Fig. 1: run 1, met2 routing
Scale: 4 px per um.
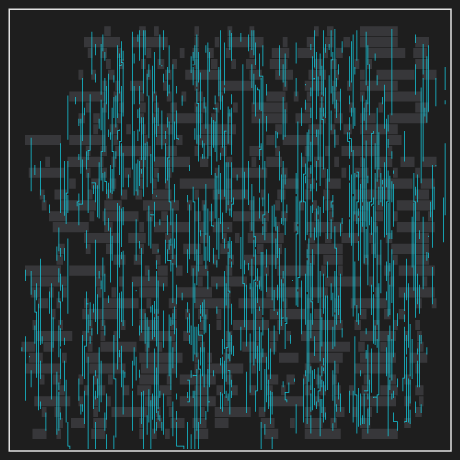
Fig. 2: run 1, placed cells, one color a class
Scale: 3 px per um. Fill, decap, tap and diode cells in gray.
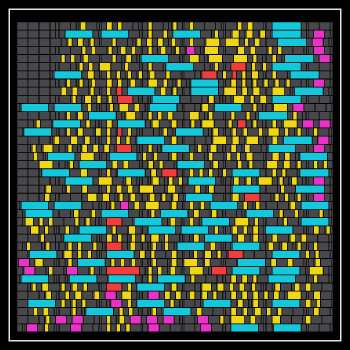
Fig. 3: run 1, the clock network
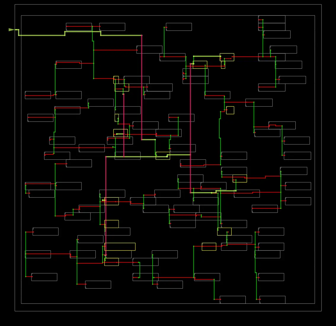
**config.mk**
```make
export PLATFORM = sky130hd
export DESIGN_NAME = tenths_display_driver_flat
export DESIGN_NICKNAME = d
export VERILOG_FILES = /design/src/rtl/tenths_display_driver_if.sv /design/src/rtl/tenths_display_driver.sv /design/src/flat_wrapper.sv
export SDC_FILE = /design/constraint.sdc
export NUM_CORES = 1
export LEC_CHECK = 0
export ABC_AREA = 1
export CELL_PAD_IN_SITES_DETAIL_PLACEMENT = 2
export CELL_PAD_IN_SITES_GLOBAL_PLACEMENT = 2
export CORE_MARGIN = 2
export CORE_UTILIZATION = 38
export DETAILED_ROUTE_END_ITERATION = 8
export PLACE_DENSITY_LB_ADDON = 0.25
export SETUP_SLACK_MARGIN = 0.2
export SYNTH_ARGS = -nofsm -noshare
export SYNTH_HDL_FRONTEND = slang
export SYNTH_SLANG_ARGS = --single-unit
```
**constraint.sdc**
```tcl
create_clock -name clk -period 4.45 [get_ports clk]
set_input_delay 0.445 -clock clk [delete_from_list [all_inputs] [get_ports clk]]
set_output_delay 0.445 -clock clk [all_outputs]
set_load 0.01 [all_outputs]
```
**src/rtl/tenths_display_driver_if.sv**
```systemverilog
// Display-side bundle of tenths_display_driver: binary count in,
// multiplexed 7-segment drive and conversion strobe out.
interface tenths_display_driver_if;
  logic [13:0] value;
  logic [7:0]  seg;
  logic [3:0]  sel;
  logic        conv_done;

  modport master (output value, input seg, sel, conv_done);
  modport slave  (input value, output seg, sel, conv_done);
endinterface

```
**src/rtl/tenths_display_driver.sv**
```systemverilog
// Binary tenths-of-a-second count to a 4-digit multiplexed active-low
// 7-segment display (XXX.X) via an iterative double-dabble converter.
module tenths_display_driver #(
  parameter int unsigned SCAN_TICKS = 100_000
) (
  input logic clk,
  input logic rst,
  tenths_display_driver_if.slave dsp
);

  localparam int unsigned TW = (SCAN_TICKS > 2) ? $clog2(SCAN_TICKS) : 1;

  typedef enum logic [1:0] {CAPTURE, SHIFT, COMMIT} state_e;

  state_e        state_q, state_d;
  logic [13:0]   bin_q, bin_d;
  logic [15:0]   bcd_q, bcd_d;
  logic [15:0]   adj;
  logic [3:0]    cnt_q, cnt_d;
  logic          big_q, big_d;
  logic [15:0]   dig_q, dig_d;
  logic          ovf_q, ovf_d;
  logic          done_q, done_d;
  logic [TW-1:0] tick_q, tick_d;
  logic [1:0]    idx_q, idx_d;
  logic [3:0]    sel_q, sel_d;
  logic [7:0]    seg_q, seg_d;
  logic [3:0]    cur_digit;
  logic          blank;

  function automatic logic [6:0] glyph(input logic [3:0] d);
    case (d)
      4'd0:    glyph = 7'h40;
      4'd1:    glyph = 7'h79;
      4'd2:    glyph = 7'h24;
      4'd3:    glyph = 7'h30;
      4'd4:    glyph = 7'h19;
      4'd5:    glyph = 7'h12;
      4'd6:    glyph = 7'h02;
      4'd7:    glyph = 7'h78;
      4'd8:    glyph = 7'h00;
      4'd9:    glyph = 7'h10;
      default: glyph = 7'h7F;
    endcase
  endfunction

  always_ff @(posedge clk or posedge rst) begin
    if (rst) begin
      state_q <= CAPTURE;
      bin_q   <= '0;
      bcd_q   <= '0;
      cnt_q   <= '0;
      big_q   <= 1'b0;
      dig_q   <= '0;
      ovf_q   <= 1'b0;
      done_q  <= 1'b0;
      tick_q  <= '0;
      idx_q   <= '0;
      sel_q   <= '1;
      seg_q   <= '1;
    end else begin
      state_q <= state_d;
      bin_q   <= bin_d;
      bcd_q   <= bcd_d;
      cnt_q   <= cnt_d;
      big_q   <= big_d;
      dig_q   <= dig_d;
      ovf_q   <= ovf_d;
      done_q  <= done_d;
      tick_q  <= tick_d;
      idx_q   <= idx_d;
      sel_q   <= sel_d;
      seg_q   <= seg_d;
    end
  end

  // Overflow is judged on the captured value, since the 16-bit BCD
  // accumulator cannot hold a fifth digit.
  always_comb begin
    state_d = state_q;
    bin_d   = bin_q;
    bcd_d   = bcd_q;
    cnt_d   = cnt_q;
    big_d   = big_q;
    dig_d   = dig_q;
    ovf_d   = ovf_q;
    done_d  = 1'b0;
    adj     = bcd_q;
    case (state_q)
      CAPTURE: begin
        bin_d   = dsp.value;
        bcd_d   = '0;
        cnt_d   = '0;
        big_d   = (dsp.value >= 14'd10000);
        state_d = SHIFT;
      end
      SHIFT: begin
        for (int unsigned i = 0; i < 4; i++) begin
          if (adj[4*i +: 4] >= 4'd5) adj[4*i +: 4] = adj[4*i +: 4] + 4'd3;
        end
        {bcd_d, bin_d} = {adj, bin_q} << 1;
        cnt_d = cnt_q + 4'd1;
        if (cnt_q == 4'd13) state_d = COMMIT;
      end
      COMMIT: begin
        ovf_d = big_q;
        if (!big_q) dig_d = bcd_q;
        done_d  = 1'b1;
        state_d = CAPTURE;
      end
      default: state_d = CAPTURE;
    endcase
  end

  always_comb begin
    tick_d = tick_q + TW'(1);
    idx_d  = idx_q;
    if (tick_q == TW'(SCAN_TICKS - 1)) begin
      tick_d = '0;
      idx_d  = idx_q + 2'd1;
    end
  end

  always_comb begin
    cur_digit = dig_q[{idx_q, 2'b00} +: 4];
    blank     = ((idx_q == 2'd3) && (dig_q[15:12] == 4'd0)) ||
                ((idx_q == 2'd2) && (dig_q[15:8] == 8'd0));
    sel_d     = ~(4'b0001 << idx_q);
    seg_d[7]  = ~((idx_q == 2'd1) && !ovf_q);
    if (ovf_q)      seg_d[6:0] = 7'h3F;
    else if (blank) seg_d[6:0] = 7'h7F;
    else            seg_d[6:0] = glyph(cur_digit);
  end

  assign dsp.seg       = seg_q;
  assign dsp.sel       = sel_q;
  assign dsp.conv_done = done_q;

endmodule

```
**src/flat_wrapper.sv**
```systemverilog
// flat-port wrapper written by rule: the top's interface ports become plain ports
module tenths_display_driver_flat 
#(
  parameter int unsigned SCAN_TICKS = 100_000
)
  (clk, rst, dsp_value, dsp_seg, dsp_sel, dsp_conv_done);
  tenths_display_driver_if dsp_i ();
  input logic clk;
  input logic rst;
  input wire logic [$bits(dsp_i.value)-1:0] dsp_value;
  output wire logic [$bits(dsp_i.seg)-1:0] dsp_seg;
  output wire logic [$bits(dsp_i.sel)-1:0] dsp_sel;
  output wire logic [$bits(dsp_i.conv_done)-1:0] dsp_conv_done;
  assign dsp_i.value = dsp_value;
  assign dsp_seg = dsp_i.seg;
  assign dsp_sel = dsp_i.sel;
  assign dsp_conv_done = dsp_i.conv_done;
  tenths_display_driver #(.SCAN_TICKS(SCAN_TICKS)) u_core (.clk(clk), .rst(rst), .dsp(dsp_i));
endmodule
```
==> flow_metrics.py, run 1 <==
# Flow results
metrics = {
    "drt": {
        "ant_nets": 0,
        "wl_um": 11400,
        "viasPerCell": 5.16,
        "drcViolationCount": 0,
        "first_pass_iters": 4,
        "routedWlPerCell_um": 16.9,
        "drt-initial-drc-count": 115,
    },
    "clock_network": {
        "clock_path_buffers": 2,
        "cts_tree": "built",
        "numCtsBuffers": 9,
        "insertion_delay_ns": 0.36,
        "cts-resized-gates": 0,
        "cts-root-buf": "clkbuf_8",
        "post_cts_buffers": 0,
        "hold_buffers": 0,
        "clk_pin_slew_ns": 0.09,
        "h-tree-depth": 3,
    },
    "timing": {
        "hold_viol_final": 0,
        "min_period_ns": 2.36,
        "max_freq_mhz": 424,
        "finalSetupViolCount": 0,
        "worst_pin_slew_ns": 0.819,
        "rsz0062_at_grt": "no",
        "finalClockPeriodUsage_pct": 53.0,
        "tns_ns": 0,
        "worst_slack_ns": 2.09,
        "holdWs_ns": 0.474,
        "slew_headroom_pct": 45.2,
        "slew_violations": 0,
    },
    "global_routing": {
        "grt_util_all_layers_pct": 21.2,
        "grt_overflow": 0,
        "grt_start_max_net_pins": 45,
        "grt_first_pass_wirelength_um": 19600,
        "antenna_found_initial": 0,
        "grt_pass1_vias": 3934,
    },
    "final_layout": {
        "drive_gt1_share_pct": 10.5,
        "final-seq-area_sq_um": 2170,
        "postLayoutCellArea_sq_um": 4860,
        "nFillCells": 1251,
        "final_nets": 564,
        "layout.cells.non_filler": 673,
        "logic_area_sq_um": 1760,
        "area_growth_pct": 13.8,
        "lay_top_cells": "115 x nand2_1, 74 x dfrtp_1, 64 x inv_1",
        "diodes": 0,
        "layout_top_cell": "nand2_1",
    },
    "hold_path": {
        "hp-start": "u_core.tick_q[0]$_DFF_PP0_",
        "whs_endpoint": "u_core.tick_q[0]$_DFF_PP0_",
        "hold_path_depth": 1,
        "hold_path_class": "flip-flop to flip-flop",
    },
    "placement": {
        "dp_hpwl_um": 8500,
        "dp_cells": 657,
        "gp_congestion": 0.805,
        "port_buffers": 28,
        "dpl_cell_area_sq_um": 4660,
        "place_ws_ns": 2.04,
    },
    "pwr": {
        "powerDensity_nw_per_um2": 388,
        "p_leak_nw": 2.28,
        "irDropWorstVdd_mv": 0.203,
        "p_total_mw": 1.88,
    },
    "die": {
        "die_y_um": 110,
        "fp-utilization_pct": 39.2,
        "fp.dieW_um": 110,
        "dieArea_sq_um": 12100,
        "ios": 29,
    },
    "worst_setup_path": {
        "start_kind": "flip-flop",
        "reg2reg_depth": 7,
        "cp.arrival_ns": 2.58,
        "r2r_start": "u_core.state_q[1]$_DFFE_PP0P_",
        "rrSetupSlack_ns": 2.09,
        "cp_max_fo": 22,
        "worstSetupPathType": "flip-flop to flip-flop",
        "end_kind": "flip-flop",
        "r2r-end": "u_core.dig_q[3]$_DFFE_PP0P_",
        "cp_data_required_time_ns": 4.67,
    },
    "yosys": {
        "edf_count": 0,
        "yosys_area_sq_um": 4270,
        "yosys_most_used_dff": "dfrtp_1",
        "yosys_warnings": 0,
        "synthArstFlopShare_pct": 100,
        "fp_nets": 536,
        "syn_area_sq_um": 4270,
        "synth_cells": 500,
        "postSynthAreaPerCell_sq_um": 8.55,
        "ys.flops": 86,
        "ys_seq_share_pct": 50.7,
        "ys_types": 31,
        "yosysCellCount": 500,
    },
    "job": {
        "warnings": 38,
        "max_cap_viol_count": 0,
    },
    "status": {
        "status": "finished clean",
    },
}
-- Fig. 1 (at the start) --
nets with wire on the layer: 516
share of all routed wire: 54%
GRT met2 Usage: 39.0%
DR vias: 3,474

-- Fig. 2 (at the start) --
| color | class | cells | share of their area |
|---|---|---|---|
| magenta | remaining buffers and delay cells | 30 | 6.3% |
| red | clock drivers and dummy loads | 16 | 4.3% |
| yellow | remaining logic cells | 401 | 43% |
| cyan | registers | 86 | 46% |
core area: 10,900 sq um
row cnt: 38
Final Util: 44.6%
Seq area share: 44.6%

-- Fig. 3 (at the start) --
Layout clock buffers: 13
flip-flops: 86
CTS sink cnt: 86
clock skew: 0.0106 ns

## run 1: worst max path at each step
stage                                  startpoint                           to  slack [ns]  cells after the start
finish              u_core.state_q[1]$_DFFE_PP0P_  u_core.dig_q[3]$_DFFE_PP0P_        2.09                      7
global route        u_core.state_q[1]$_DFFE_PP0P_  u_core.dig_q[8]$_DFFE_PP0P_        1.71                      7
CTS                 u_core.state_q[1]$_DFFE_PP0P_  u_core.dig_q[3]$_DFFE_PP0P_        2.02                      7
detailed placement  u_core.state_q[1]$_DFFE_PP0P_  u_core.dig_q[3]$_DFFE_PP0P_        2.04                      7
global placement    u_core.state_q[1]$_DFFE_PP0P_  u_core.dig_q[3]$_DFFE_PP0P_        2.29                      7
floorplan                                     rst  u_core.bcd_q[0]$_DFFE_PP0P_        1.80                      1
## run 1: cell type report
class                      count  share of cell area [%]
timing repair buffer          30                    6.07
tap                          140                    3.60
inverter                      70                    5.48
sequential                    86                    44.6
multi-input combinational    331                    36.1
clock buffer                  13                    3.27
clock inverter                 3                   0.875
## run 1: layer usage
| metal | vias to the layer above | GRT usage, % | share of wire (%) |
|---|---|---|---|
| li1 | 1652 | - | - |
| met1 | 1776 | 25.1 | 43 |
| met2 | 31 | 39.0 | 54 |
| met3 | 15 | 3.12 | 1.8 |
| met4 | 0 | 7.23 | 1.6 |
| met5 | - | 0 | 0 |
## run 1: worst max-delay path, stage by stage (launching register included)
cell and delay (ns):
dfrtp_1 0.70, inv_2 0.30, nor2_2 0.21, inv_2 0.06
nor2_2 0.32, inv_1 0.37, nand2_1 0.16, o21ai_0 0.10
## run 1: where the power goes
| group | switching [mW] | internal [mW] | total [mW] |
|---|---|---|---|
| Sequential | 0.0603 | 0.894 | 0.955 |
| Combinational | 0.202 | 0.155 | 0.357 |
| Clock | 0.282 | 0.290 | 0.573 |
| Total | 0.545 | 1.34 | 1.88 |
## run 1: flip-flops by register name, indices dropped and copies added, names as in the netlist
register / flops
u_core.bcd_q: 16
u_core.big_q: 1
u_core.bin_q: 14
u_core.cnt_q: 4
u_core.dig_q: 16
u_core.dsp.conv_done: 1
u_core.dsp.seg: 8
u_core.dsp.sel: 4
u_core.idx_q: 2
u_core.ovf_q: 1
u_core.state_q: 2
u_core.tick_q: 17
## run 1: Yosys cell counts, types with 4 or more instances
cell,number,area share [%]
o21ai_0,51,6.0
o22ai_1,5,0.73
dfstp_2,12,7.4
nand3_2,4,0.94
a21oi_1,20,2.3
xor2_1,7,1.4
buf_2,7,0.82
o211ai_1,7,1.2
nand2_1,115,10
dfrtp_1,74,43
inv_1,65,5.7
nand4_1,6,0.88
ha_1,20,5.9
nor2_2,4,0.59
nand3_1,35,4.1
nor2_1,30,2.6
nand2_2,8,1.2
nor3_1,6,0.70
inv_2,4,0.35
## run 1: logic make-up after synthesis
logic type / after synthesis / synth area share [%]
compound gates: 87 / 10.8
xor+xnor: 8 / 1.64
fa+ha+maj: 20 / 5.86
buf+inv: 83 / 8.20
flops: 86 / 50.7
simple gates: 216 / 22.8
Fig. 4: run 1, clock network drawn from the DEF
Scale: 4 px per um.
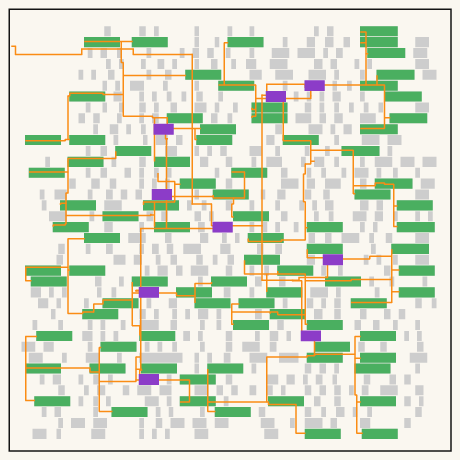

## Run 2: what changed since run 1
- CORE_UTILIZATION: 38 -> 36
- clock period: 4.45 -> 2.3 ns (I/O delays scaled with it)
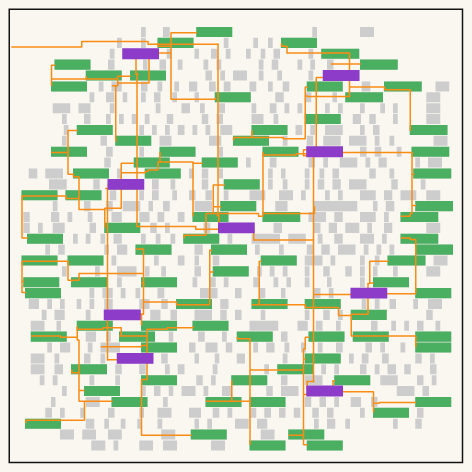
Fig. 5. Clock network drawn from the DEF (run 2).
Scale: 4 px per um.
[purple] clock-net drivers | count: 9
[orange] clock wires | length: 1,300 um
[green] flip-flops | count: 86
routed clock nets: 10
flops lie: widely spread

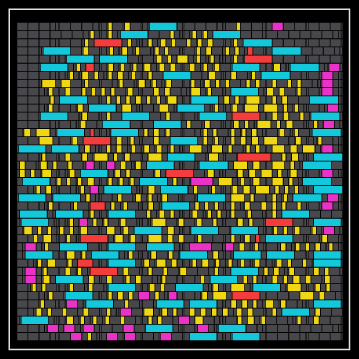
Fig. 6. Placed cells, one color a class (run 2).
Scale: 3 px per um. Fill, decap, tap and diode cells in gray.
| color | class | cells | share of their area |
|---|---|---|---|
| cyan | registers | 86 | 45% |
| yellow | remaining logic cells | 401 | 42% |
| red | clock drivers and dummy loads | 16 | 6.2% |
| magenta | remaining buffers and delay cells | 36 | 7.5% |
core area: 11,500 sq um
Final Util: 43.8%
Seq area share: 43.0%
row cnt: 39

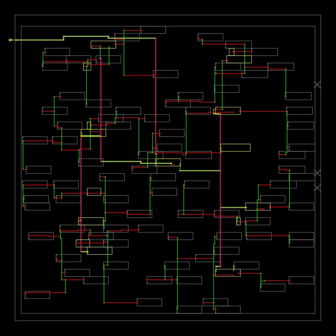
Fig. 7. The clock network (run 2).
P_clk: 1.50 mW
clock skew: 0.00528 ns

==> run 2 against run 1 <==
  * The run now ends with design-rule violations left
  * Critical path type unchanged
  * Synthesized area is the same
  * Wire length decreased by 1.9%
  * Fmax grew 32%
  * First-iteration DRC count down 14%
  * Core utilization decreased by 0.88 points
  * Sequential power rose by 94%
  * Global-route usage fell by 2.1 points
  * Critical path depth is 5 higher
  * Final cell count rose by 1.3%
==> flow_metrics.py, run 2 <==
# Flow results
metrics = {
    "status": {
        "status": "complete, but fails checks",
        "failed_checks": "design-rule violations",
    },
    "timing": {
        "min_period_ns": 1.79,
        "worst_pin_slew_ns": 0.725,
        "slew_violations": 0,
        "max_freq_mhz": 559,
        "tns_ns": 0,
        "finalSetupViolCount": 0,
        "slew_headroom_pct": 51.5,
        "finalClockPeriodUsage_pct": 77.8,
        "rsz0062_at_grt": "no",
        "worst_slack_ns": 0.511,
        "hold_viol_final": 0,
    },
    "worst_setup_path": {
        "reg2reg_depth": 12,
        "worstPathBufferInverterCount": 3,
        "cp_data_required_time_ns": 2.57,
        "path_cells": "inv_4, nand2_1, nand3_1, nand2_1, inv_1, ha_1, inv_1, nand3_1, nand2_1, nor2_1, nor2_1, nor2_1",
        "rrSetupSlack_ns": 0.51,
        "r2r_start": "u_core.idx_q[0]$_DFFE_PP0N_",
        "cp.arrival_ns": 2.06,
        "end_kind": "flip-flop",
        "worstSetupPathType": "flip-flop to flip-flop",
        "max_stage_delay_ns": 0.50,
        "cp_max_fo": 12,
        "cp_top_family": "simple AND/OR/NAND/NOR gates",
        "cp_slowest_cell": "dfrtp_2",
        "start_kind": "flip-flop",
        "r2r-end": "u_core.dsp.seg[6]$_DFF_PP1_",
    },
    "yosys": {
        "yosys_area_sq_um": 4270,
        "synth_cells": 500,
        "top_cells_by_area": "dfrtp_1 43%, nand2_1 10%, dfstp_2 7.4%",
        "ys_seq_share_pct": 50.7,
        "postSynthAreaPerCell_sq_um": 8.55,
        "top_area_share_pct": 43.3,
        "yosysCellCount": 500,
        "synthArstFlopShare_pct": 100,
        "top_cells_by_count": "115 x nand2_1, 74 x dfrtp_1, 65 x inv_1, 51 x o21ai_0, 35 x nand3_1",
        "syn_area_sq_um": 4270,
        "ys_types": 31,
        "yosys_most_used_dff": "dfrtp_1",
        "synth.most_common_cell": "nand2_1",
        "top_area_cell": "dfrtp_1",
        "fp_nets": 536,
        "yosys_warnings": 0,
        "ys.flops": 86,
        "edf_count": 0,
    },
    "job": {
        "warnings": 38,
        "max_cap_viol_count": 0,
    },
    "drt": {
        "viasPerCell": 5.02,
        "drt-initial-drc-count": 99,
        "drcViolationCount": 3,
        "ant_nets": 0,
        "wl_um": 11200,
        "routedWlPerCell_um": 16.4,
        "dr_total_vias": 3425,
        "first_pass_iters": 6,
    },
    "final_layout": {
        "diodes": 0,
        "final_nets": 570,
        "regMostFlops": "u_core.tick_q",
        "layout.cells.non_filler": 682,
        "nFillCells": 1300,
        "final-seq-area_sq_um": 2170,
        "largest_register_ffs": 17,
        "logic_area_sq_um": 1760,
        "drive_gt1_share_pct": 11.7,
        "lay_top_cells": "115 x nand2_1, 73 x dfrtp_1, 64 x inv_1",
        "area_growth_pct": 18.0,
        "reg.largest.list": "u_core.tick_q (17), u_core.bcd_q (16), u_core.dig_q (16)",
        "layout_top_cell": "nand2_1",
    },
    "die": {
        "die_y_um": 113,
        "ios": 29,
        "fp-utilization_pct": 37.1,
        "fp.dieW_um": 113,
        "dieArea_sq_um": 12800,
    },
    "placement": {
        "dp_hpwl_um": 8150,
        "place_ws_ns": 0.362,
        "gp_congestion": 0.770,
        "port_buffers": 28,
        "dp_cells": 666,
    },
    "global_routing": {
        "grt_start_max_net_pins": 32,
        "grt_pass1_vias": 3941,
        "antenna_found_initial": 0,
        "grt_first_pass_wirelength_um": 19300,
        "grt_overflow": 0,
        "grt_util_all_layers_pct": 19.1,
    },
    "clock_network": {
        "cts-root-buf": "clkbuf_16",
        "clock_sinks": 86,
        "post_cts_buffers": 0,
        "clk_pin_slew_ns": 0.06,
        "insertion_delay_ns": 0.35,
        "numCtsBuffers": 9,
        "clock_path_buffers": 2,
        "h-tree-depth": 3,
        "cts_tree": "built",
    },
    "pwr": {
        "p_total_mw": 4.04,
        "irDropWorstVdd_mv": 0.244,
        "powerDensity_nw_per_um2": 802,
        "p_leak_nw": 2.36,
    },
    "hold_path": {
        "hold_path_class": "primary input to asynchronous set/reset pin",
    },
}
run 2: cell counts after synthesis:
Identical to the previous run, type by type.
run 2: worst max path at each step:
stage | start | endpoint | slack, ns | cells past startpoint
floorplan | u_core.idx_q[0]$_DFFE_PP0N_ | u_core.dsp.seg[6]$_DFF_PP1_ | 0.72 | 14
global placement | u_core.idx_q[0]$_DFFE_PP0N_ | u_core.dsp.seg[6]$_DFF_PP1_ | 0.58 | 12
detailed placement | u_core.idx_q[0]$_DFFE_PP0N_ | u_core.dsp.seg[6]$_DFF_PP1_ | 0.36 | 12
CTS | u_core.idx_q[0]$_DFFE_PP0N_ | u_core.dsp.seg[6]$_DFF_PP1_ | 0.35 | 12
global route | u_core.idx_q[0]$_DFFE_PP0N_ | u_core.dsp.seg[6]$_DFF_PP1_ | 0.35 | 12
finish | u_core.idx_q[0]$_DFFE_PP0N_ | u_core.dsp.seg[6]$_DFF_PP1_ | 0.51 | 12
run 2: stage by stage:
| stage | area (sq um) | hold slack [ns] |
|---|---|---|
| 6_report | 5040 | 0.350 |
| 5_1_grt | 5040 | 0.404 |
| 4_1_cts | 5040 | 0.367 |
| 3_5_place_dp | 4740 | 0.459 |
| 3_3_place_gp | 4740 | 0.448 |
| 2_1_floorplan | 4280 | 0.363 |
run 2: cells by family after synthesis:
group	synth area share [%]
adder cells (fa/ha/maj)	5.86
AND/OR/NAND/NOR	22.8
buffers and inverters	8.20
AND-OR/OR-AND	10.8
flip-flops	50.7
XOR/XNOR	1.64
run 2: worst register-to-register path: stages (launching register included):
cell and delay, ns:
dfrtp_2 0.50, inv_4 0.13, nand2_1 0.08, nand3_1 0.07
nand2_1 0.17, inv_1 0.09, ha_1 0.18, inv_1 0.05
nand3_1 0.10, nand2_1 0.08, nor2_1 0.05, nor2_1 0.14
nor2_1 0.06
run 2: report_power, final:
group          switching, mW  internal (mW)  total, mW
Combinational          0.383          0.307      0.690
Clock                  0.604          0.900       1.50
Sequential             0.117           1.73       1.85
Total                   1.10           2.94       4.04
run 2: final cells by class:
class	count	share of cell area [%]
Sequential cell	86	43.0
Clock buffer	13	5.16
Clock inverter	3	0.844
Multi-Input combinational cell	331	34.8
Inverter	70	5.34
Timing Repair Buffer	36	7.25
Tap cell	143	3.55
run 2: what timing repair did:
action | CTS | global route
resized | 0 | 1
endpoints found under the setup margin | 0 | 1
hold buffers | 0 | 0
run 2: per-layer routing:
| metal | track usage (%) | part of all wire, % | vias up |
|---|---|---|---|
| met2 | 34.4 | 52 | 24 |
| met4 | 7.32 | 1.6 | 0 |
| met5 | 0 | 0 | - |
| met1 | 23.2 | 45 | 1721 |
| li1 | - | - | 1668 |
| met3 | 2.73 | 1.6 | 12 |
No activity file was given, so power comes from the tool's default toggle rates.
